==> config.mk <==
export PLATFORM = sky130hd
export DESIGN_NAME = mcdf_formatter
export DESIGN_NICKNAME = d
export VERILOG_FILES = /design/src/rtl/mcdf_formatter.sv
export SDC_FILE = /design/constraint.sdc
export NUM_CORES = 1
export LEC_CHECK = 0
export CORE_MARGIN = 4
export CORE_UTILIZATION = 34
export CTS_CLUSTER_SIZE = 10
export DETAILED_ROUTE_END_ITERATION = 8
export HOLD_SLACK_MARGIN = 0.05
export MAX_ROUTING_LAYER = met4
export PLACE_DENSITY = 0.75
export SYNTH_ARGS = -nofsm -noshare
export SYNTH_HDL_FRONTEND = slang
export SYNTH_SLANG_ARGS = --single-unit
==> constraint.sdc <==
create_clock -name clk -period 2.4 [get_ports clk]
set_input_delay 0.36 -clock clk [delete_from_list [all_inputs] [get_ports clk]]
set_output_delay 0.36 -clock clk [all_outputs]
set_load 0.1 [all_outputs]
### Clock nets, run 1

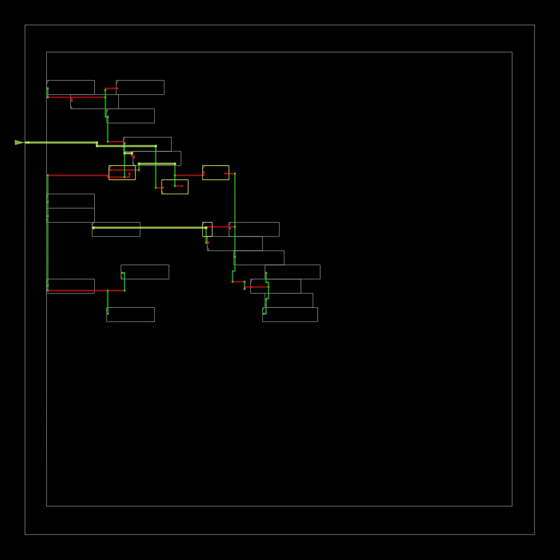
total clock sinks: 19
Clock group: 225 uW
latest clock arrival within the worst-skew pair: 0.26 ns

### Signal wires by layer, run 1

Only two layers are drawn.
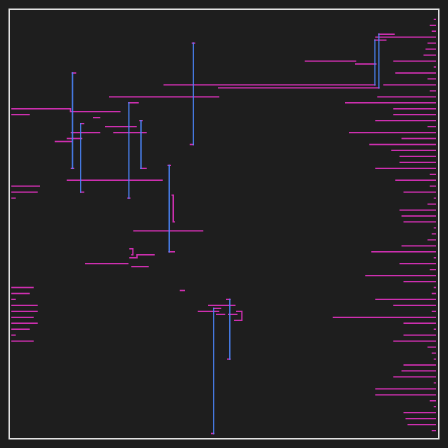
| layer | color | wire length |
|---|---|---|
| metal 4 | blue | 178 um |
| metal 3 | magenta | 792 um |
WL final: 12380 um
vias after detailed routing: 3511
Avg WL per Cell: 18.15 um
gr usage total: 25.05%

### Metal 2, run 1

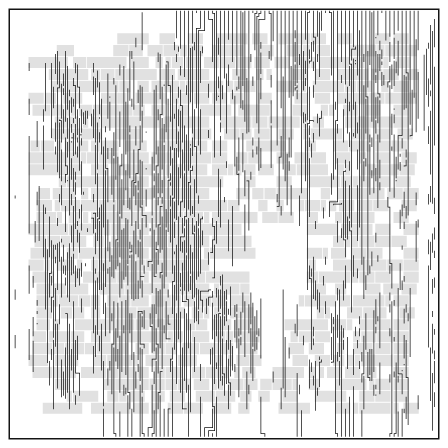
share of all routed wire: 54%
longest straight run: 57.8 um
nets with wire on the layer: 642
met2 global-route usage: 47.97%

### M4 wires, run 1

Bar = 20 um.
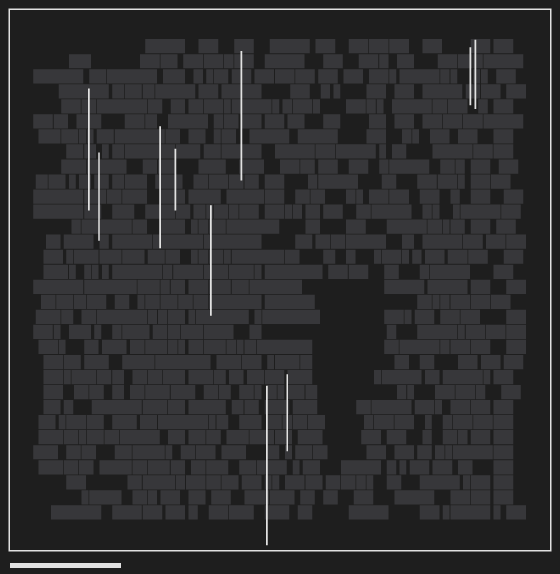
longest straight run: 28.6 um
wire length on this layer: 178 um
share of all routed wire: 1.4%

==> impl_metrics.toml, run 1 <==
# flow metrics
[route]
drt_iter0_drc = 127
firstDrtPassIters = 5

[setup_path]
start_kind = "input pin"
critPathArrivalTime_ns = 3.25
worst-path-max-fanout = 5
rrSetupSlack_ns = -0.23
rr_worst_depth = 11
cp.required_ns = 2.55
endpoint_kind = "register"

[logic_synthesis]
ys_top_logic_family = "simple AND/OR/NAND/NOR gates"
edf_count = 0
synth_cell_type_count = 55
synth.area.mux_share_pct = 14.32
ys_cells = 356
ys_sh_simple_pct = 26.22
ys_sh_adder_pct = 11.44
yosys-stat-area_sq_mm = 0.002734
topCellsByArea = "dfrtp_1 (17%), mux2i_1 (13%), ha_1 (11%), and2_1 (8.2%), o21ai_0 (7.1%)"

[final_layout]
n_antenna_cell = 0
largest_reg_flops = 6
final-instance-count-excl-fill = 682

[global_routing]
grt_pass1_vias = 3613
overflow = 0
grt_antenna_before_repair = 0
grt_pass1_wl_um = 19030

[final_timing]
min_period_over_period_pct = 129.0
fin_ws_ns = -0.6972
period_minus_slack_ns = 3.097
finalSetupViolations = 19
fmax_mhz = 322.9

[floorplan]
fp_util_pct = 35.20
row_count = 32
fp.dieW_um = 97.67

[cts]
path_clk_slew_ns = 0.08
cts_buffer_depth = 2

[run]
warnings = 35

[placed_design]
dp_slack_ns = -1.496
io_buffer_count = 176
place_hpwl_um = 9816

[pwr]
switching_share_pct = 56.16

[outcome]
outcome = "complete, but fails checks"
violations = "setup timing"

[hold_path]
hold_path_class = "in -> async"
==> run 1: stage by stage <==
step / TNS (ns) / hold WS, ns / cell area (sq um)
after global routing: -9.037 / 0.4504 / 5916
after detailed placement: -19.34 / 0.5499 / 5449
after CTS: -9.679 / 0.4309 / 5742
final: -7.550 / 0.4286 / 5916
after global placement: -17.61 / 0.5281 / 5449
after floorplan: -5.584 / 0.06441 / 2895
==> run 1: synth_stat cells, types with 4 or more instances <==
master	n
mux2i_1	35
nor2b_1	4
o21ai_0	39
inv_1	21
dfrtp_1	19
and2_1	36
xnor2_1	14
nand2_1	48
a21oi_1	10
xor2_1	7
nand2b_1	6
clkbuf_1	12
buf_1	5
nor2_1	13
ha_1	25
nor3_1	9
==> run 1: critical path, stage by stage <==
cell,delay [ns]
buf_12,0.11
inv_12,0.04
ha_4,0.12
inv_2,0.03
or3_4,0.37
xor2_4,0.21
ha_4,0.28
o211ai_1,0.14
a21boi_4,0.21
o41ai_4,0.09
buf_4,0.16
a21oi_4,0.15
nor3_2,0.06
or3_4,0.45
a221o_1,0.35
o21a_1,0.12
==> run 1: cells by family after synthesis <==
family	count (synthesis)
AND/OR/NAND/NOR	137
AND-OR/OR-AND	75
buffers and inverters	40
multiplexers	38
adder cells (fa/ha/maj)	25
XOR/XNOR	21
flip-flops	19
other	1
==> run 1: final cells by class <==
class / count / area (sq um)
Timing Repair Buffer: 238 / 2670
Clock inverter: 1 / 5.005
Inverter: 21 / 98.84
Clock buffer: 3 / 41.29
Multi-Input combinational cell: 298 / 2482
Tap cell: 102 / 127.6
Sequential cell: 19 / 490.5
Fill cell: 540 / 1852
==> run 1: cell usage in the layout, fill, tap and decap left out, drive strengths merged, types with 4 or more instances in the layout <==
cell | synthesis | routed
a21oi | 10 | 10
and2 | 36 | 36
buf | 7 | 110
clkbuf | 12 | 4
clkdlybuf4s50 | 0 | 113
dfrtp | 19 | 19
dlymetal6s2s | 0 | 10
ha | 25 | 25
inv | 21 | 20
mux2i | 35 | 35
nand2 | 48 | 48
nand2b | 6 | 6
nor2 | 13 | 13
nor2b | 4 | 4
nor3 | 9 | 9
o21ai | 39 | 39
or3 | 4 | 4
xnor2 | 14 | 14
xor2 | 7 | 7
==> run 1: power by group through the flow <==
stage                     clock (uW)  combinational, uW  sequential (uW)
after global placement             0               4390              546
after global routing             243               5120              581
after floorplan                    0               2570              902
final                            225               4880              563
after CTS                        226               4740              552
after detailed placement           0               4490              554
==> run 1: metal layers <==
metal | part of all wire (%) | up-vias
li1 | - | 1685
met1 | 38 | 1654
met2 | 54 | 152
met3 | 6.4 | 20
met4 | 1.4 | 0
met5 | 0 | -
==> run 1: what timing repair did <==
| item | in CTS | in global routing |
|---|---|---|
| resized | 69 | 43 |
| endpoints found under the setup margin | 19 | 19 |
| pin swaps | 29 | 28 |
| setup buffers | 9 | 4 |
### Sizing map, run 1

Bar = 20 um.
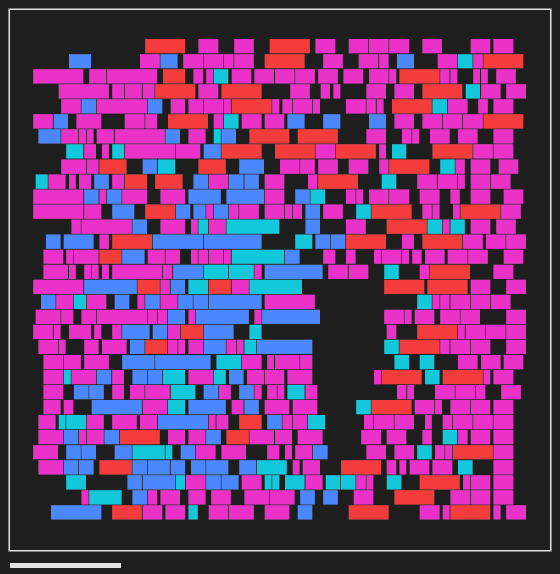

==> run 2, diff against run 1 <==
--- a/config.mk
+++ b/config.mk
@@ -6,12 +6,12 @@
 export NUM_CORES = 1
 export LEC_CHECK = 0
 export CORE_MARGIN = 4
-export CORE_UTILIZATION = 34
+export CORE_UTILIZATION = 40
 export CTS_CLUSTER_SIZE = 10
 export DETAILED_ROUTE_END_ITERATION = 8
 export HOLD_SLACK_MARGIN = 0.05
 export MAX_ROUTING_LAYER = met4
-export PLACE_DENSITY = 0.75
+export PLACE_DENSITY = 0.84
 export SYNTH_ARGS = -nofsm -noshare
 export SYNTH_HDL_FRONTEND = slang
 export SYNTH_SLANG_ARGS = --single-unit
==> constraint.sdc (replaced) <==
create_clock -name clk -period 3.97 [get_ports clk]
set_input_delay 0.5955 -clock clk [delete_from_list [all_inputs] [get_ports clk]]
set_output_delay 0.5955 -clock clk [all_outputs]
set_load 0.1 [all_outputs]
### Sizing map, run 2

Bar = 20 um.
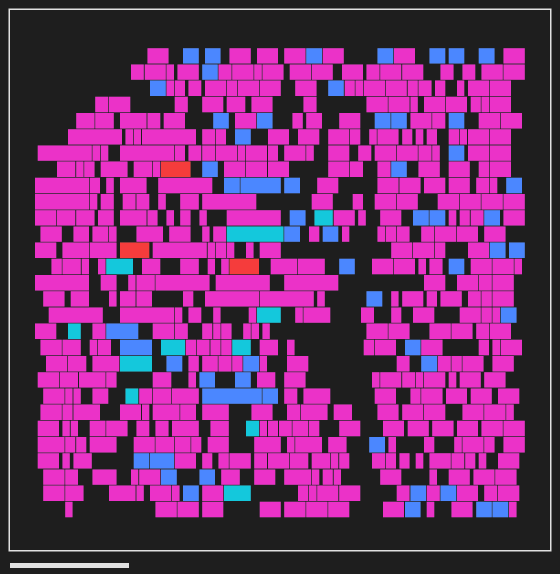
| size | color | cells | share | most used |
|---|---|---|---|---|
| _2 cells | cyan | 11 | 2.1% | or2_2 |
| _3 and _4 cells | blue | 56 | 11% | buf_4 |
| _0 and _1 cells | magenta | 461 | 87% | clkdlybuf4s50_1 |
| _6 and larger | red | 3 | 0.56% | clkbuf_8 |
bufs w/o clock: 189
synthesis-to-layout area growth: 67.64%
design area: 0.004583 sq mm

### Clock nets, run 2

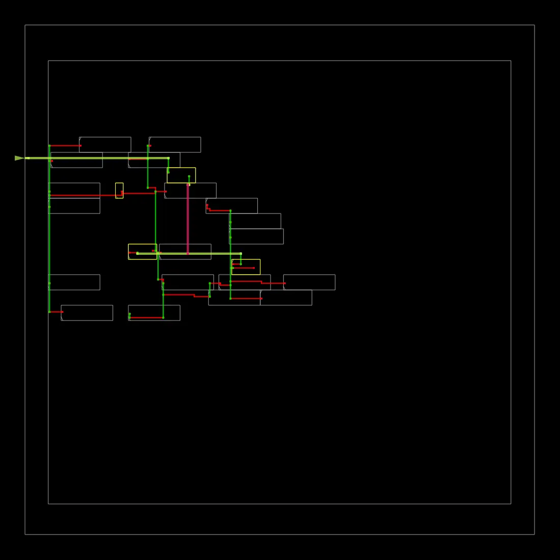
latest clock arrival within the worst-skew pair: 0.25 ns
Clock group: 134 uW
final setup skew: 0.002044 ns

==> run 2 against run 1 <==
The flow now finishes without violations. Highest routed layer unchanged. First-iteration DRC count is 4.7% lower. Sequential power is 36% lower. Largest cell class is now logic gates. Critical path depth decreased by 1.
==> impl_metrics.toml, run 2 <==
# flow metrics
[setup_path]
start_kind = "input pin"
rrSetupSlack_ns = 1.15
critPathArrivalTime_ns = 3.96
worst-path-max-fanout = 5
cp.required_ns = 4.12

[logic_synthesis]
edf_count = 0
synth_cell_type_count = 55
yosys-stat-area_sq_mm = 0.002734
top_cells_by_count = "nand2_1 (48), o21ai_0 (39), and2_1 (36)"

[final_timing]
setup_tns_ns = 0
period_minus_slack_ns = 3.808
whs_ns = 0.5431
fmax_mhz = 262.6
min_period_over_period_pct = 95.92

[final_layout]
n_antenna_cell = 0
layout_top_cell = "clkdlybuf4s50_1"
layout_top_cells = "clkdlybuf4s50_1 (138), buf_4 (51), nand2_1 (48)"
largest_reg_flops = 6
nFillCells = 540
register_area_sq_um = 476.7

[global_routing]
gr-usage-all-layers_pct = 24.05
grt_pass1_wl_um = 15940
overflow = 0
grt_pass1_vias = 3126
grt_antenna_before_repair = 0

[outcome]
outcome = "finished, final reports clean"

[cts]
path_clk_slew_ns = 0.07
cts_buffer_depth = 2
clock_sinks = 19
cts_setup_buffers = 0

[route]
firstDrtPassIters = 5
wl_per_cell_um = 16.58
drt_iter0_drc = 121

[placed_design]
place_hpwl_um = 8454
io_buffer_count = 176

[hold_path]
hold_path_class = "reg -> reg"

[run]
warnings = 32

[floorplan]
fp_util_pct = 42.09
row_count = 29
### Metal 2, run 2

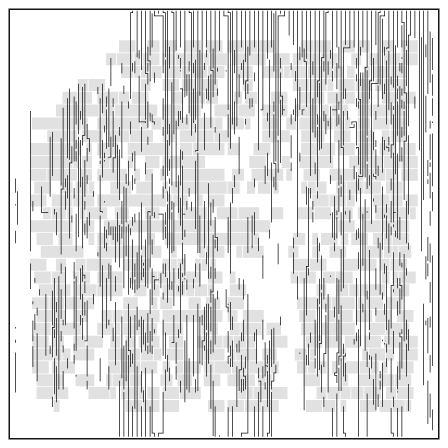
wire length on this layer: 5180 um
nets with wire on the layer: 581
longest straight run: 47.8 um
share of all routed wire: 51%
main direction: vertical
vias after detailed routing: 3177
WL final: 10080 um
met2 global-route usage: 44.10%

## run 2: cell count changes in the layout (fill, tap and decap cells not counted), moves of 9 or more
cell	before	now
and2_1	4	36
buf_12	40	0
clkdlybuf4s50_1	113	138
and2_2	25	0
inv_1	12	21
dlymetal6s2s_1	10	0
buf_6	9	0
## run 2: layout make-up
cell class                      count  share of cell area (%)
Clock buffer                        4                  0.9828
Inverter                           21                   1.720
Multi-Input combinational cell    298                   46.30
Timing Repair Buffer              189                   38.49
Sequential cell                    19                   10.40
Tap cell                           77                   2.102
## run 2: metrics by stage
stage                     setup WS, ns  cells  instance area (sq um)
after floorplan                 0.1675    357                   2749
after global placement        -0.06917    604                   4534
after detailed placement       -0.1898    604                   4534
after CTS                      0.06239    608                   4579
after global routing           0.01697    608                   4583
final                           0.1619    608                   4583
## run 2: kinds of logic after synthesis
family	after synthesis	share of synthesized area, %
multiplexers	38	14.33
AND-OR/OR-AND	75	17.99
XOR/XNOR	21	6.728
adder cells (fa/ha/maj)	25	11.44
buffers and inverters	40	5.767
flip-flops	19	17.39
other	1	0.1372
AND/OR/NAND/NOR	137	26.23
## run 2: layer usage
metal | global-route usage [%] | routed length [um]
met4 | 5.995 | 242
met3 | 4.583 | 637
met2 | 44.10 | 5178
met1 | 26.61 | 4020
met5 | - | 0
## run 2: what timing repair did
action,4_1_cts,5_1_grt
resized,0,1
hold endpoints to repair,0,0
endpoints found under the setup margin,0,11
## run 2: critical path: stages
cell	delay (ns)
clkdlybuf4s50_1	0.43
inv_1	0.07
ha_1	0.15
inv_1	0.05
or3_1	0.32
xor2_1	0.16
ha_1	0.31
a21oi_1	0.12
a21boi_0	0.15
o41ai_4	0.35
inv_1	0.12
a32o_2	0.32
mux2_4	0.31
a221o_1	0.39
o21a_1	0.12
## run 2: report_power, final
group / switching, uW / internal (uW)
Clock: 62.3 / 71.3
Combinational: 1520 / 694
Sequential: 98.9 / 259
Total: 1680 / 1020
Power and IR drop assume default switching activity.
